File: config.mk
export PLATFORM = sky130hd
export DESIGN_NAME = spawn_scheduler_flat
export DESIGN_NICKNAME = d
export VERILOG_FILES = /design/src/rtl/spawn_scheduler_if.sv /design/src/rtl/spawn_scheduler.sv /design/src/flat_wrapper.sv
export SDC_FILE = /design/constraint.sdc
export NUM_CORES = 1
export LEC_CHECK = 0
export CAP_MARGIN = 30
export CORE_ASPECT_RATIO = 1.5
export CORE_UTILIZATION = 30
export CTS_CLUSTER_DIAMETER = 80
export DETAILED_ROUTE_END_ITERATION = 8
export PLACE_DENSITY_LB_ADDON = 0.15
export SYNTH_ARGS = -nofsm -noshare
export SYNTH_HDL_FRONTEND = slang
export SYNTH_SLANG_ARGS = --single-unit
File: constraint.sdc
create_clock -name clk -period 4.1 [get_ports clk]
set_clock_uncertainty 0.15 [all_clocks]
set_input_delay 1.23 -clock clk [delete_from_list [all_inputs] [get_ports clk]]
set_output_delay 1.23 -clock clk [all_outputs]
set_load 0.01 [all_outputs]
File: src/rtl/spawn_scheduler_if.sv
// rtl/spawn_scheduler_if.sv - request, offer and occupancy bus of spawn_scheduler
interface spawn_scheduler_if #(
  parameter int SLOTS = 4
);
  localparam int SW = $clog2(SLOTS);

  logic [7:0]       rx_data;
  logic             rx_valid;
  logic             auto_en;
  logic [SLOTS-1:0] despawn;
  logic             spawn_valid;
  logic             spawn_ready;
  logic [SW-1:0]    spawn_slot;
  logic [7:0]       spawn_x;
  logic             spawn_src;
  logic [SLOTS-1:0] active;
  logic             dropped;

  modport master (
    input  rx_data, rx_valid, auto_en, despawn, spawn_ready,
    output spawn_valid, spawn_slot, spawn_x, spawn_src, active, dropped
  );

  modport slave (
    output rx_data, rx_valid, auto_en, despawn, spawn_ready,
    input  spawn_valid, spawn_slot, spawn_x, spawn_src, active, dropped
  );
endinterface

File: src/rtl/spawn_scheduler.sv
// rtl/spawn_scheduler.sv - allocates remote/auto spawn requests to free slots with cooldown
module spawn_scheduler #(
  parameter int SLOTS    = 4,
  parameter int COOLDOWN = 16,
  parameter int PERIOD   = 1024
) (
  input  logic              clk,
  input  logic              rst,
  spawn_scheduler_if.master bus
);
  localparam int SW = $clog2(SLOTS);
  localparam int TW = $clog2(PERIOD);
  localparam int CW = (COOLDOWN > 1) ? $clog2(COOLDOWN) : 1;
  localparam logic [TW-1:0] TIMER_LAST = TW'(PERIOD - 1);
  localparam logic [CW-1:0] COOL_LOAD  = CW'(COOLDOWN - 1);
  localparam logic [7:0]    LFSR_SEED  = 8'hA5;

  typedef enum logic [1:0] {IDLE, OFFER, COOL} state_t;

  state_t           state_q, state_d;
  logic             remote_pending_q, remote_pending_d;
  logic [7:0]       remote_x_q, remote_x_d;
  logic             auto_pending_q, auto_pending_d;
  logic [7:0]       auto_x_q, auto_x_d;
  logic [TW-1:0]    timer_q, timer_d;
  logic [7:0]       lfsr_q, lfsr_d;
  logic [CW-1:0]    cool_q, cool_d;
  logic [SLOTS-1:0] active_q, active_d;
  logic             spawn_valid_q, spawn_valid_d;
  logic [SW-1:0]    spawn_slot_q, spawn_slot_d;
  logic [7:0]       spawn_x_q, spawn_x_d;
  logic             spawn_src_q, spawn_src_d;
  logic             dropped_q, dropped_d;

  logic             handshake;
  logic             served_remote;
  logic             served_auto;
  logic             auto_tick;
  logic             free_found;
  logic [SW-1:0]    free_slot;

  assign handshake     = (state_q == OFFER) && bus.spawn_ready;
  assign served_remote = handshake && !spawn_src_q;
  assign served_auto   = handshake && spawn_src_q;
  assign auto_tick     = bus.auto_en && (timer_q == TIMER_LAST);

  // Lowest-index free slot; scanning downward lets the lowest index win.
  always_comb begin
    free_found = 1'b0;
    free_slot  = '0;
    for (int i = SLOTS - 1; i >= 0; i--) begin
      if (!active_q[i]) begin
        free_found = 1'b1;
        free_slot  = SW'(i);
      end
    end
  end

  // Remote capture: a flag cleared by this cycle's handshake frees room for a new byte.
  always_comb begin
    remote_pending_d = remote_pending_q && !served_remote;
    remote_x_d       = remote_x_q;
    dropped_d        = 1'b0;
    if (bus.rx_valid && (bus.rx_data != 8'h00)) begin
      if (remote_pending_d) begin
        dropped_d = 1'b1;
      end else begin
        remote_pending_d = 1'b1;
        remote_x_d       = bus.rx_data;
      end
    end
  end

  // Auto timer, LFSR position source and coalescing auto request.
  always_comb begin
    lfsr_d         = {lfsr_q[6:0], lfsr_q[7] ^ lfsr_q[5] ^ lfsr_q[4] ^ lfsr_q[3]};
    auto_pending_d = auto_pending_q && !served_auto;
    auto_x_d       = auto_x_q;
    if (!bus.auto_en) begin
      timer_d = '0;
    end else if (auto_tick) begin
      timer_d = '0;
    end else begin
      timer_d = timer_q + TW'(1);
    end
    if (auto_tick && !auto_pending_d) begin
      auto_pending_d = 1'b1;
      auto_x_d       = lfsr_q;
    end
  end

  // Slot occupancy: a despawn applied after the handshake set wins on the same slot.
  always_comb begin
    active_d = active_q;
    if (handshake) begin
      active_d[spawn_slot_q] = 1'b1;
    end
    active_d = active_d & ~bus.despawn;
  end

  // IDLE/OFFER/COOL sequencing with registered offer fields.
  always_comb begin
    state_d       = state_q;
    cool_d        = cool_q;
    spawn_valid_d = spawn_valid_q;
    spawn_slot_d  = spawn_slot_q;
    spawn_x_d     = spawn_x_q;
    spawn_src_d   = spawn_src_q;
    case (state_q)
      IDLE: begin
        if ((remote_pending_q || auto_pending_q) && free_found) begin
          state_d       = OFFER;
          spawn_valid_d = 1'b1;
          spawn_slot_d  = free_slot;
          spawn_src_d   = !remote_pending_q;
          spawn_x_d     = remote_pending_q ? remote_x_q : auto_x_q;
        end
      end
      OFFER: begin
        if (bus.spawn_ready) begin
          state_d       = COOL;
          spawn_valid_d = 1'b0;
          cool_d        = COOL_LOAD;
        end
      end
      COOL: begin
        if (cool_q == '0) begin
          state_d = IDLE;
        end else begin
          cool_d = cool_q - CW'(1);
        end
      end
      default: begin
        state_d       = IDLE;
        spawn_valid_d = 1'b0;
      end
    endcase
  end

  // State registers with synchronous reset.
  always_ff @(posedge clk) begin
    if (rst) begin
      state_q          <= IDLE;
      remote_pending_q <= 1'b0;
      remote_x_q       <= 8'h00;
      auto_pending_q   <= 1'b0;
      auto_x_q         <= 8'h00;
      timer_q          <= '0;
      lfsr_q           <= LFSR_SEED;
      cool_q           <= '0;
      active_q         <= '0;
      spawn_valid_q    <= 1'b0;
      spawn_slot_q     <= '0;
      spawn_x_q        <= 8'h00;
      spawn_src_q      <= 1'b0;
      dropped_q        <= 1'b0;
    end else begin
      state_q          <= state_d;
      remote_pending_q <= remote_pending_d;
      remote_x_q       <= remote_x_d;
      auto_pending_q   <= auto_pending_d;
      auto_x_q         <= auto_x_d;
      timer_q          <= timer_d;
      lfsr_q           <= lfsr_d;
      cool_q           <= cool_d;
      active_q         <= active_d;
      spawn_valid_q    <= spawn_valid_d;
      spawn_slot_q     <= spawn_slot_d;
      spawn_x_q        <= spawn_x_d;
      spawn_src_q      <= spawn_src_d;
      dropped_q        <= dropped_d;
    end
  end

  assign bus.spawn_valid = spawn_valid_q;
  assign bus.spawn_slot  = spawn_slot_q;
  assign bus.spawn_x     = spawn_x_q;
  assign bus.spawn_src   = spawn_src_q;
  assign bus.active      = active_q;
  assign bus.dropped     = dropped_q;

endmodule

File: src/flat_wrapper.sv
// flat-port wrapper written by rule: the top's interface ports become plain ports
module spawn_scheduler_flat 
#(
  parameter int SLOTS    = 4,
  parameter int COOLDOWN = 16,
  parameter int PERIOD   = 1024
)
  (clk, rst, bus_rx_data, bus_rx_valid, bus_auto_en, bus_despawn, bus_spawn_ready, bus_spawn_valid, bus_spawn_slot, bus_spawn_x, bus_spawn_src, bus_active, bus_dropped);
  spawn_scheduler_if #(.SLOTS(SLOTS)) bus_i ();
  input  logic clk;
  input  logic rst;
  input wire logic [$bits(bus_i.rx_data)-1:0] bus_rx_data;
  input wire logic [$bits(bus_i.rx_valid)-1:0] bus_rx_valid;
  input wire logic [$bits(bus_i.auto_en)-1:0] bus_auto_en;
  input wire logic [$bits(bus_i.despawn)-1:0] bus_despawn;
  input wire logic [$bits(bus_i.spawn_ready)-1:0] bus_spawn_ready;
  output wire logic [$bits(bus_i.spawn_valid)-1:0] bus_spawn_valid;
  output wire logic [$bits(bus_i.spawn_slot)-1:0] bus_spawn_slot;
  output wire logic [$bits(bus_i.spawn_x)-1:0] bus_spawn_x;
  output wire logic [$bits(bus_i.spawn_src)-1:0] bus_spawn_src;
  output wire logic [$bits(bus_i.active)-1:0] bus_active;
  output wire logic [$bits(bus_i.dropped)-1:0] bus_dropped;
  assign bus_i.rx_data = bus_rx_data;
  assign bus_i.rx_valid = bus_rx_valid;
  assign bus_i.auto_en = bus_auto_en;
  assign bus_i.despawn = bus_despawn;
  assign bus_i.spawn_ready = bus_spawn_ready;
  assign bus_spawn_valid = bus_i.spawn_valid;
  assign bus_spawn_slot = bus_i.spawn_slot;
  assign bus_spawn_x = bus_i.spawn_x;
  assign bus_spawn_src = bus_i.spawn_src;
  assign bus_active = bus_i.active;
  assign bus_dropped = bus_i.dropped;
  spawn_scheduler #(.SLOTS(SLOTS), .COOLDOWN(COOLDOWN), .PERIOD(PERIOD)) u_core (.clk(clk), .rst(rst), .bus(bus_i));
endmodule
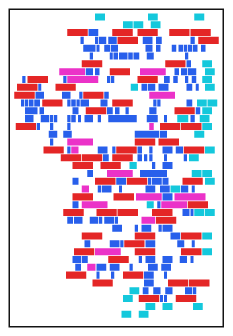
(run_1/cell_classes.png)
legend:
  other buffers and delay cells:
    color: cyan
    cells: 37
    share_of_their_area: 12%
  flops:
    color: red
    cells: 59
    share_of_their_area: 40%
  all other logic:
    color: blue
    cells: 170
    share_of_their_area: 37%
  clock drivers and dummy loads:
    color: magenta
    cells: 16
    share_of_their_area: 11%
fraction of area in registers: 37.9%
placeable core region: 0.00756 mm²

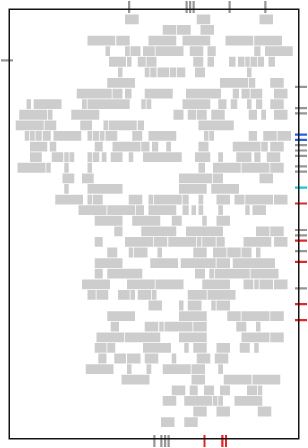
(run_1/pins.png)
Pins as bars across the die edge, other pins in gray.
legend:
  `bus_rx_valid`:
    color: cyan
    pins: 1
    direction: input
    edge: east
  `bus_spawn_x`:
    color: red
    pins: 8
    direction: output
    edge: 5 east, 3 south
  `bus_spawn_slot`:
    color: blue
    pins: 2
    direction: output
    edge: east
all pins by edge: 20 east, 7 south, 6 north, 1 west

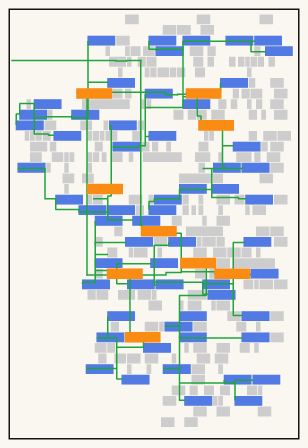
(run_1/clock_map.png)
legend:
  clock wires:
    color: green
    length: 780 µm
  cells driving clock nets:
    color: orange
    count: 9
  flip-flops:
    color: blue
    count: 59
flops lie: widely spread
routed clock nets: 10
share of power burned in the clock network: 51.9%
clk latency late pin: 0.32 ns

==> run 1: state kept, by name, indices dropped and copies added (netlist names), 2 cells and up <==
| register | cells |
|---|---|
| u_core.timer_q | 10 |
| u_core.auto_x_q | 8 |
| u_core.bus.spawn_x | 8 |
| u_core.lfsr_q | 8 |
| u_core.remote_x_q | 8 |
| u_core.bus.active | 4 |
| u_core.cool_q | 4 |
| u_core.bus.spawn_slot | 2 |
| u_core.state_q | 2 |
==> run 1: area by class of cell <==
class / instances / share of cell area [%]
tap: 102 / 4.10
multi-input combinational: 162 / 34.8
clock buffer: 10 / 7.67
timing repair buffer: 37 / 11.7
inverter: 8 / 0.964
clock inverter: 6 / 2.85
sequential: 59 / 37.9
==> run 1: per-stage QoR <==
stage                     hold slack [ns]  instances  util, %
after floorplan                     0.267        238        -
after global placement              0.277        367     36.7
after detailed placement            0.276        368     36.9
after CTS                           0.290        384     41.2
after global routing                0.298        384     41.2
final                               0.286        384     41.2
==> run 1: path summary, 6_finish.rpt <==
| kind | start | to | slack, ns |
|---|---|---|---|
| max reg2reg | u_core.timer_q[0] | u_core.auto_x_q[1] | 1.95 |
| min reg2reg | u_core.lfsr_q[1] | u_core.lfsr_q[2] | 0.29 |
| min | u_core.lfsr_q[1] | u_core.lfsr_q[2] | 0.29 |
| max | bus_spawn_ready | u_core.auto_x_q[1] | 1.09 |
==> run 1: power by group <==
part | total (mW) | internal [mW] | leakage (nW) | switching (mW)
sequential | 0.624 | 0.602 | 0.482 | 0.0221
clock | 0.804 | 0.547 | 0.155 | 0.256
combinational | 0.122 | 0.0682 | 0.469 | 0.0534
==> results_slide.txt, run 1 <==
Implementation Results

Worst setup path
  • CP max-delay cell: sky130_fd_sc_hd__a2111oi_4
  • Critical path capture point type: flip-flop
  • Critical path data required time: 4.15 ns
  • Slowest Stage Delay on Critical Path: around 0.76 ns
  • Startpoint type of the worst setup path: input port
  • Critical path class: input port to flip-flop
  • Number of logic stages on the critical path including buffering: 5
  • Count of cells along the worst register-to-register path: 5
  • Crit path buf inv count: 1
  • Max Fanout on Critical Path: 8
  • Crit path arrival time: between 3 and 4 ns
  • Family with the most delay on the worst path: AND-OR/OR-AND gates
  • Cells along the critical path: clkdlybuf4s50_1, nand4b_4, a2111oi_4, mux2i_1, nor2_1

GRT
  • Fraction of met3 tracks used by global routing: 4.22%
  • Met2 usage: 18.9%
  • GRT Total Usage: 12.5%
  • Pin count of the biggest net entering global routing: 29
  • Leftover overflow at the end of global routing: 0
  • Global Route met1 Usage: between 10% and 20%
  • First-pass GRT wire length: 7560 µm
  • Number of antenna violations at the first check in global routing: 0
  • Via count of the first global-routing pass: 1618
  • Most used routing layer in global routing: met2

STA
  • Part of the cycle the worst path needs: between 70 and 80%
  • Accumulated negative setup slack: 0 ns
  • Final worst slack: 1.09 ns
  • Maximum operating frequency: 332 MHz
  • Minimum clock period: ~3 ns
  • Final count of hold timing violations: 0
  • RSZ-0062 raised after global routing: no
  • Slew of the pin with the lowest slew margin: 0.750 ns
  • Final number of max-transition violations: 0
  • Relative slew slack: 50.0%
  • Final setup violation count: 0

Synth
  • Leading area contributor after synthesis: sky130_fd_sc_hd__dfxtp_1
  • Most instantiated library cell after synthesis: sky130_fd_sc_hd__dfxtp_1
  • Mux share: 10.3%
  • Flip-flop and latch count after synthesis: just under 60
  • Xor/xnor cell area share of the yosys netlist: 4.52%
  • Most used DFF post-synth: sky130_fd_sc_hd__dfxtp_1
  • Number of cell instances after yosys synthesis: 238
  • And-or/or-and share of the synthesized area: 10.7%
  • Post-synthesis cell area: 0.00233 mm²
  • Chip area estimate from yosys synthesis: approximately 0.0023 mm²
  • Post-synthesis adder-cell area fraction: approximately 1.1%
  • Top cell types by occurrence after synthesis: 59 x sky130_fd_sc_hd__dfxtp_1, 44 x sky130_fd_sc_hd__nor2_1, 24 x sky130_fd_sc_hd__mux2i_1
  • Area share, top type: 50.8%
  • Number of library cell types mapped by synthesis: 35
  • Synth Area per Inst: about 10 µm²
  • Largest non-sequential cell family by area: simple AND/OR/NAND/NOR gates
  • Dominant cells by area after synthesis: sky130_fd_sc_hd__dfxtp_1 51%, sky130_fd_sc_hd__mux2i_1 10%, sky130_fd_sc_hd__nor2_1 7.1%, sky130_fd_sc_hd__a211oi_1 3.9%, sky130_fd_sc_hd__xnor2_1 3.4%
  • Syn Inst Count: approximately 240
  • Sequential fraction of the synthesis area: between 50 and 60%
  • Simple logic cell fraction of the synthesized area: 19.8%
  • Synthesis warning total: 0
  • Post-synthesis net count: 257
  • Ys async rst share: 0%

Clocking
  • Number of buffers created by CTS: 9
  • Count of buffers added by post-CTS timing repair for setup: 0
  • Clock edge transition at the registers on the reported setup and hold paths: 0.05 ns
  • Root buffer cell: sky130_fd_sc_hd__clkbuf_16
  • Sinks on Clock Net: around 59
  • CTS tree: yes
  • Count of cells resized by post-cts repair: 0
  • Buffers from clock root to sink, at most: 2
  • Post-CTS Hold Fix Bufs: 0
  • Number of H-tree levels: 3

Place
  • Placed wire-length estimate after detailed placement: 3200 µm
  • Routability congestion estimate: 0.718
  • Placed inst area: 0.00279 mm²
  • Worst slack at placement: 0.737 ns
  • Count of input and output buffers: 33

Finish
  • Fraction of final layout cells sized beyond drive strength 1: 10.3%
  • Tally of filler cells in the layout: about 760
  • Area growth syn-to-layout: 33.9%
  • Combinational Area: 0.00108 mm²
  • Commonest non-fill, non-tap cells in the layout: 59 x sky130_fd_sc_hd__dfxtp_1, 44 x sky130_fd_sc_hd__nor2_1, 33 x sky130_fd_sc_hd__clkdlybuf4s50_1, 24 x sky130_fd_sc_hd__mux2i_1, 12 x sky130_fd_sc_hd__a211oi_1
  • Count of antenna diodes in the layout: 0
  • Final Net Count: 296
  • Area of all placed cells without fillers: 0.00312 mm²
  • Most frequent standard cell in the layout excluding fill and tap cells: sky130_fd_sc_hd__dfxtp_1

Route
  • Top Metal Used: met4
  • Number of detailed-routing iterations run before antenna repair: 4
  • Antenna Violating Nets Remaining: 0
  • Vias after detailed routing: 1730
  • Routed length on met1: 2160 µm
  • Mean routed wirelength per cell: 11.6 µm
  • Vias per cell: 4.51
  • Detailed Route Iter0 Violations: 50
  • DRC viols: 0
  • Length of routed met2 wiring: around 2000 µm
  • Total Routed Length: between 4000 and 5000 µm

Floorplanning
  • Die height: 110 µm
  • Die outline width: 73.9 µm
  • Total Die Area: 0.00812 mm²
  • Starting density of the core: 30.8%
  • Number of top-level design ports: 34

Power and ir drop
  • Total design power: 1.55 mW
  • Largest voltage drop on the vdd net: 0.317 mV
  • Cell area power density: 497 mW/mm²
  • Leakage component of the power: 1.11 nW

Min path
  • Number of cells traversed by the worst hold path: 1
  • Hold Crit Class: flip-flop to flip-flop

Outcome
  • Outcome: complete, no violations

Job
  • Maximum capacitance violations: 0
  • Number of OpenROAD warnings: 26
--- run 2 (diff from run 1) ---
==> constraint.sdc (replaced) <==
create_clock -name clk -period 3.1 [get_ports clk]
set_clock_uncertainty 0.15 [all_clocks]
set_input_delay 0.93 -clock clk [delete_from_list [all_inputs] [get_ports clk]]
set_output_delay 0.93 -clock clk [all_outputs]
set_load 0.01 [all_outputs]
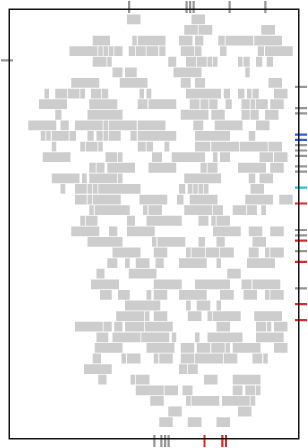
(run_2/pins.png)
Pins as bars across the die edge, other pins in gray.
legend:
  `bus_rx_valid`:
    color: cyan
    pins: 1
    direction: input
    edge: east
  `bus_spawn_slot`:
    color: blue
    pins: 2
    direction: output
    edge: east
  `bus_spawn_x`:
    color: red
    pins: 8
    direction: output
    edge: 5 east, 3 south
all pins by edge: 20 east, 7 south, 6 north, 1 west
count of input and output buffers: 33
die outline width: 73.9 µm
die height: 110 µm

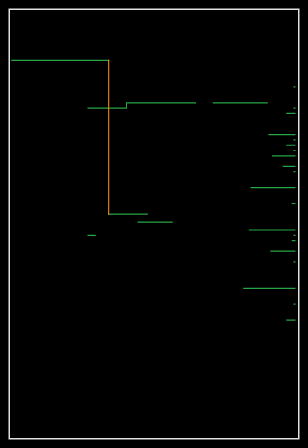
(run_2/metal_stack.png)
Only two layers are drawn.
legend:
  met4:
    color: orange
    wire_length: 39.4 µm
  met3:
    color: green
    wire_length: 155 µm

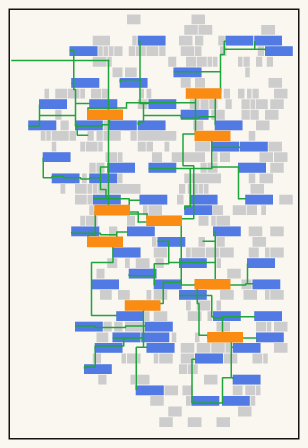
(run_2/clock_map.png)
legend:
  cells driving clock nets:
    color: orange
    count: 9
  flip-flops:
    color: blue
    count: 59
  clock wires:
    color: green
    length: 764 µm
routed clock nets: 10
flops lie: widely spread
clock-net power: 958 µW
share of power burned in the clock network: 49.2%

==> run 2 against run 1 <==
  * Register-to-register slack worse by 0.83 ns
  * Count of clock-buffer cells in the layout is 1 higher
  * Critical path depth is 1 higher
  * Largest cell class unchanged
  * Critical path type unchanged
  * Total power is 26% higher
  * Non-clock buffer count is 3 higher
  * Utilization is 0.18 points lower
  * Synthesized area stayed put
  * Combinational power is 34% higher
  * Routed wire length is 4.6% higher
==> results_slide.txt, run 2 <==
Implementation Results

Synth
  • Area share, top type: 50.8% (unchanged)
  • Post-synthesis net count: 257 (unchanged)
  • Leading area contributor after synthesis: sky130_fd_sc_hd__dfxtp_1 (unchanged)
  • Synth Area per Inst: 9.77 µm² (unchanged)
  • Post-synthesis cell area: 0.00233 mm² (unchanged)
  • Chip area estimate from yosys synthesis: 0.00233 mm² (unchanged)
  • Most instantiated library cell after synthesis: sky130_fd_sc_hd__dfxtp_1 (unchanged)
  • Syn Inst Count: 238 (unchanged)
  • Dominant cells by area after synthesis: sky130_fd_sc_hd__dfxtp_1 51%, sky130_fd_sc_hd__mux2i_1 10%, sky130_fd_sc_hd__nor2_1 7.1%, sky130_fd_sc_hd__a211oi_1 3.9%, sky130_fd_sc_hd__xnor2_1 3.4% (unchanged)
  • Most used DFF post-synth: sky130_fd_sc_hd__dfxtp_1 (unchanged)
  • Ys async rst share: 0% (unchanged)
  • Sequential fraction of the synthesis area: 50.8% (unchanged)
  • Flip-flop and latch count after synthesis: 59 (unchanged)
  • Number of cell instances after yosys synthesis: 238 (unchanged)
  • Number of library cell types mapped by synthesis: 35 (unchanged)
  • Synthesis warning total: 0 (unchanged)
  • Top cell types by occurrence after synthesis: 59 x sky130_fd_sc_hd__dfxtp_1, 44 x sky130_fd_sc_hd__nor2_1, 24 x sky130_fd_sc_hd__mux2i_1 (unchanged)
  • Number of enable flip-flop cells: 0 (unchanged)

Finish
  • Register containing the most flip-flops in the final layout: u_core.timer_q (unchanged)
  • Most frequent standard cell in the layout excluding fill and tap cells: sky130_fd_sc_hd__dfxtp_1 (unchanged)
  • Area of all placed cells without fillers: 0.00310 mm² (was 0.00312 mm²)
  • Fraction of final layout cells sized beyond drive strength 1: 10.9% (was 10.3%)
  • Count of antenna diodes in the layout: 0 (unchanged)
  • Final Net Count: 299 (was 296)
  • Tally of filler cells in the layout: 761 (was 764)
  • Fin util: 41.0% (was 41.2%)
  • Max reg flops: 10 (unchanged)
  • Cell Count, Final, Fillers Out: 387 (was 384)
  • Commonest non-fill, non-tap cells in the layout: 59 x sky130_fd_sc_hd__dfxtp_1, 44 x sky130_fd_sc_hd__nor2_1, 33 x sky130_fd_sc_hd__clkdlybuf4s50_1, 24 x sky130_fd_sc_hd__mux2i_1, 12 x sky130_fd_sc_hd__a211oi_1 (unchanged)
  • Area growth syn-to-layout: 33.4% (was 33.9%)

Floorplanning
  • Placeable core region: 0.00756 mm² (unchanged)
  • Row Count: 39 (unchanged)
  • Number of top-level design ports: 34 (unchanged)
  • Starting density of the core: 30.8% (unchanged)
  • Total Die Area: 0.00812 mm² (unchanged)

STA
  • Final count of hold timing violations: 0 (unchanged)
  • Final worst slack: 0.621 ns (was 1.09 ns)
  • Final number of max-transition violations: 0 (unchanged)
  • Hold WS: 0.301 ns (was 0.286 ns)
  • Slew of the pin with the lowest slew margin: 0.670 ns (was 0.750 ns)
  • Part of the cycle the worst path needs: 80.0%
  • Minimum clock period: 2.48 ns
  • RSZ-0062 raised after global routing: no (unchanged)
  • Final setup violation count: 0 (unchanged)
  • Accumulated negative setup slack: 0 ns (unchanged)
  • Maximum operating frequency: 403 MHz
  • Relative slew slack: 55.3% (was 50.0%)

Worst setup path
  • Critical path data required time: 3.15 ns (was 4.15 ns)
  • Max Fanout on Critical Path: 8 (unchanged)
  • Crit path buf inv count: 2 (was 1)
  • Family with the most delay on the worst path: buffers and inverters (was AND-OR/OR-AND gates)
  • CP max-delay cell: sky130_fd_sc_hd__clkdlybuf4s50_1 (was sky130_fd_sc_hd__a2111oi_4)
  • Crit path arrival time: 2.52 ns (was 3.06 ns)
  • Slowest Stage Delay on Critical Path: 0.61 ns (was 0.76 ns)
  • Cells along the critical path: clkdlybuf4s50_1, nand4b_4, a2111oi_4, buf_4, mux2i_1, nor2_1 (was clkdlybuf4s50_1, nand4b_4, a2111oi_4, mux2i_1, nor2_1)
  • Critical path capture point type: flip-flop (unchanged)
  • Startpoint type of the worst setup path: input port (unchanged)
  • Critical path class: input port to flip-flop (unchanged)

Place
  • Placed wire-length estimate after detailed placement: 3330 µm (was 3200 µm)
  • Placed inst area: 0.00281 mm² (was 0.00279 mm²)
  • Routability congestion estimate: 0.755 (was 0.718)
  • Cell count after placement: 371 (was 368)
  • Worst slack at placement: 0.281 ns (was 0.737 ns)

Clocking
  • Root buffer cell: sky130_fd_sc_hd__clkbuf_16 (unchanged)
  • Count of buffers added by post-CTS timing repair for setup: 0 (unchanged)
  • Post-CTS Hold Fix Bufs: 0 (unchanged)
  • Clock edge transition at the registers on the reported setup and hold paths: 0.05 ns (about the same)
  • Count of cells resized by post-cts repair: 0 (unchanged)
  • CTS tree: yes (unchanged)
  • Number of H-tree levels: 3 (unchanged)
  • Buffers from clock root to sink, at most: 2 (unchanged)
  • Clk latency late pin: 0.32 ns (about the same)
  • Sinks on Clock Net: 59 (unchanged)
  • Number of buffers created by CTS: 9 (unchanged)

Route
  • Number of detailed-routing iterations run before antenna repair: 4 (unchanged)
  • Total Routed Length: 4640 µm (was 4440 µm)
  • Vias per cell: 4.49 (was 4.51)
  • Antenna Violating Nets Remaining: 0 (unchanged)
  • Mean routed wirelength per cell: 12.0 µm (was 11.6 µm)
  • Vias after detailed routing: 1737 (was 1730)
  • Detailed Route Iter0 Violations: 107 (was 50)
  • DRC viols: 0 (unchanged)

GRT
  • Global Route met1 Usage: 16.0% (was 15.1%)
  • Number of antenna violations at the first check in global routing: 0 (unchanged)
  • First-pass GRT wire length: 7730 µm (was 7560 µm)
  • Via count of the first global-routing pass: 1613 (was 1618)
  • Pin count of the biggest net entering global routing: 26 (was 29)
  • Most used routing layer in global routing: met2 (unchanged)
  • Fraction of met3 tracks used by global routing: 4.67% (was 4.22%)
  • Met2 usage: 19.6% (was 18.9%)
  • GRT Total Usage: 13.0% (was 12.5%)
  • Leftover overflow at the end of global routing: 0 (unchanged)

Job
  • Number of OpenROAD warnings: 26 (unchanged)
  • Maximum capacitance violations: 0 (unchanged)

Power and ir drop
  • Total design power: 1.95 mW (was 1.55 mW)
  • Largest voltage drop on the vdd net: 0.248 mV (was 0.317 mV)
  • Cell area power density: 628 mW/mm² (was 497 mW/mm²)
  • Leakage component of the power: 1.11 nW (about the same)

Outcome
  • Outcome: complete, no violations (unchanged)

Min path
  • Hold Crit Class: flip-flop to flip-flop (unchanged)
[run 2: cell counts after synthesis]
No cell type changed its count.
[run 2: logic make-up (layout without fill, tap and decap cells)]
logic type               Yosys count  count (layout)  share of synthesized area, %
AND-OR/OR-AND                     31              31                          10.7
XOR/XNOR                          12              12                          4.52
adder cells (fa/ha/maj)            2               2                          1.08
buffers and inverters             17              64                          2.80
flip-flops                        59              59                          50.8
multiplexers                      24              24                          10.3
AND/OR/NAND/NOR                   93              93                          19.8
[run 2: routing by layer]
layer	up-vias	part of all wire, %	routed length (µm)
li1	909	-	-
met4	0	0.84	39
met5	-	0	0
met3	2	3.3	155
met2	29	48	2240
met1	797	48	2210
[run 2: final timing paths]
check | from | slack [ns] | end | cells past startpoint
setup reg to reg | u_core.timer_q[0] | 1.12 | u_core.timer_q[8] | 5
hold / removal | u_core.lfsr_q[1] | 0.30 | u_core.lfsr_q[2] | 1
setup / recovery | bus_spawn_ready | 0.62 | u_core.auto_x_q[0] | 6
hold reg to reg | u_core.lfsr_q[1] | 0.30 | u_core.lfsr_q[2] | 1
[run 2: layout make-up]
type | instances | area [µm²] | share of cell area (%)
sequential | 59 | 1180 | 38.1
multi-input combinational | 162 | 1080 | 35.0
timing repair buffer | 40 | 383 | 12.3
clock buffer | 11 | 243 | 7.83
tap | 102 | 128 | 4.11
clock inverter | 5 | 52.6 | 1.69
inverter | 8 | 30.0 | 0.968
[run 2: where the power goes]
part           internal [mW]  switching (mW)  leakage [nW]
sequential             0.797          0.0299         0.482
clock                  0.638           0.320         0.145
combinational         0.0910          0.0717         0.484
Power and IR drop assume default switching activity.
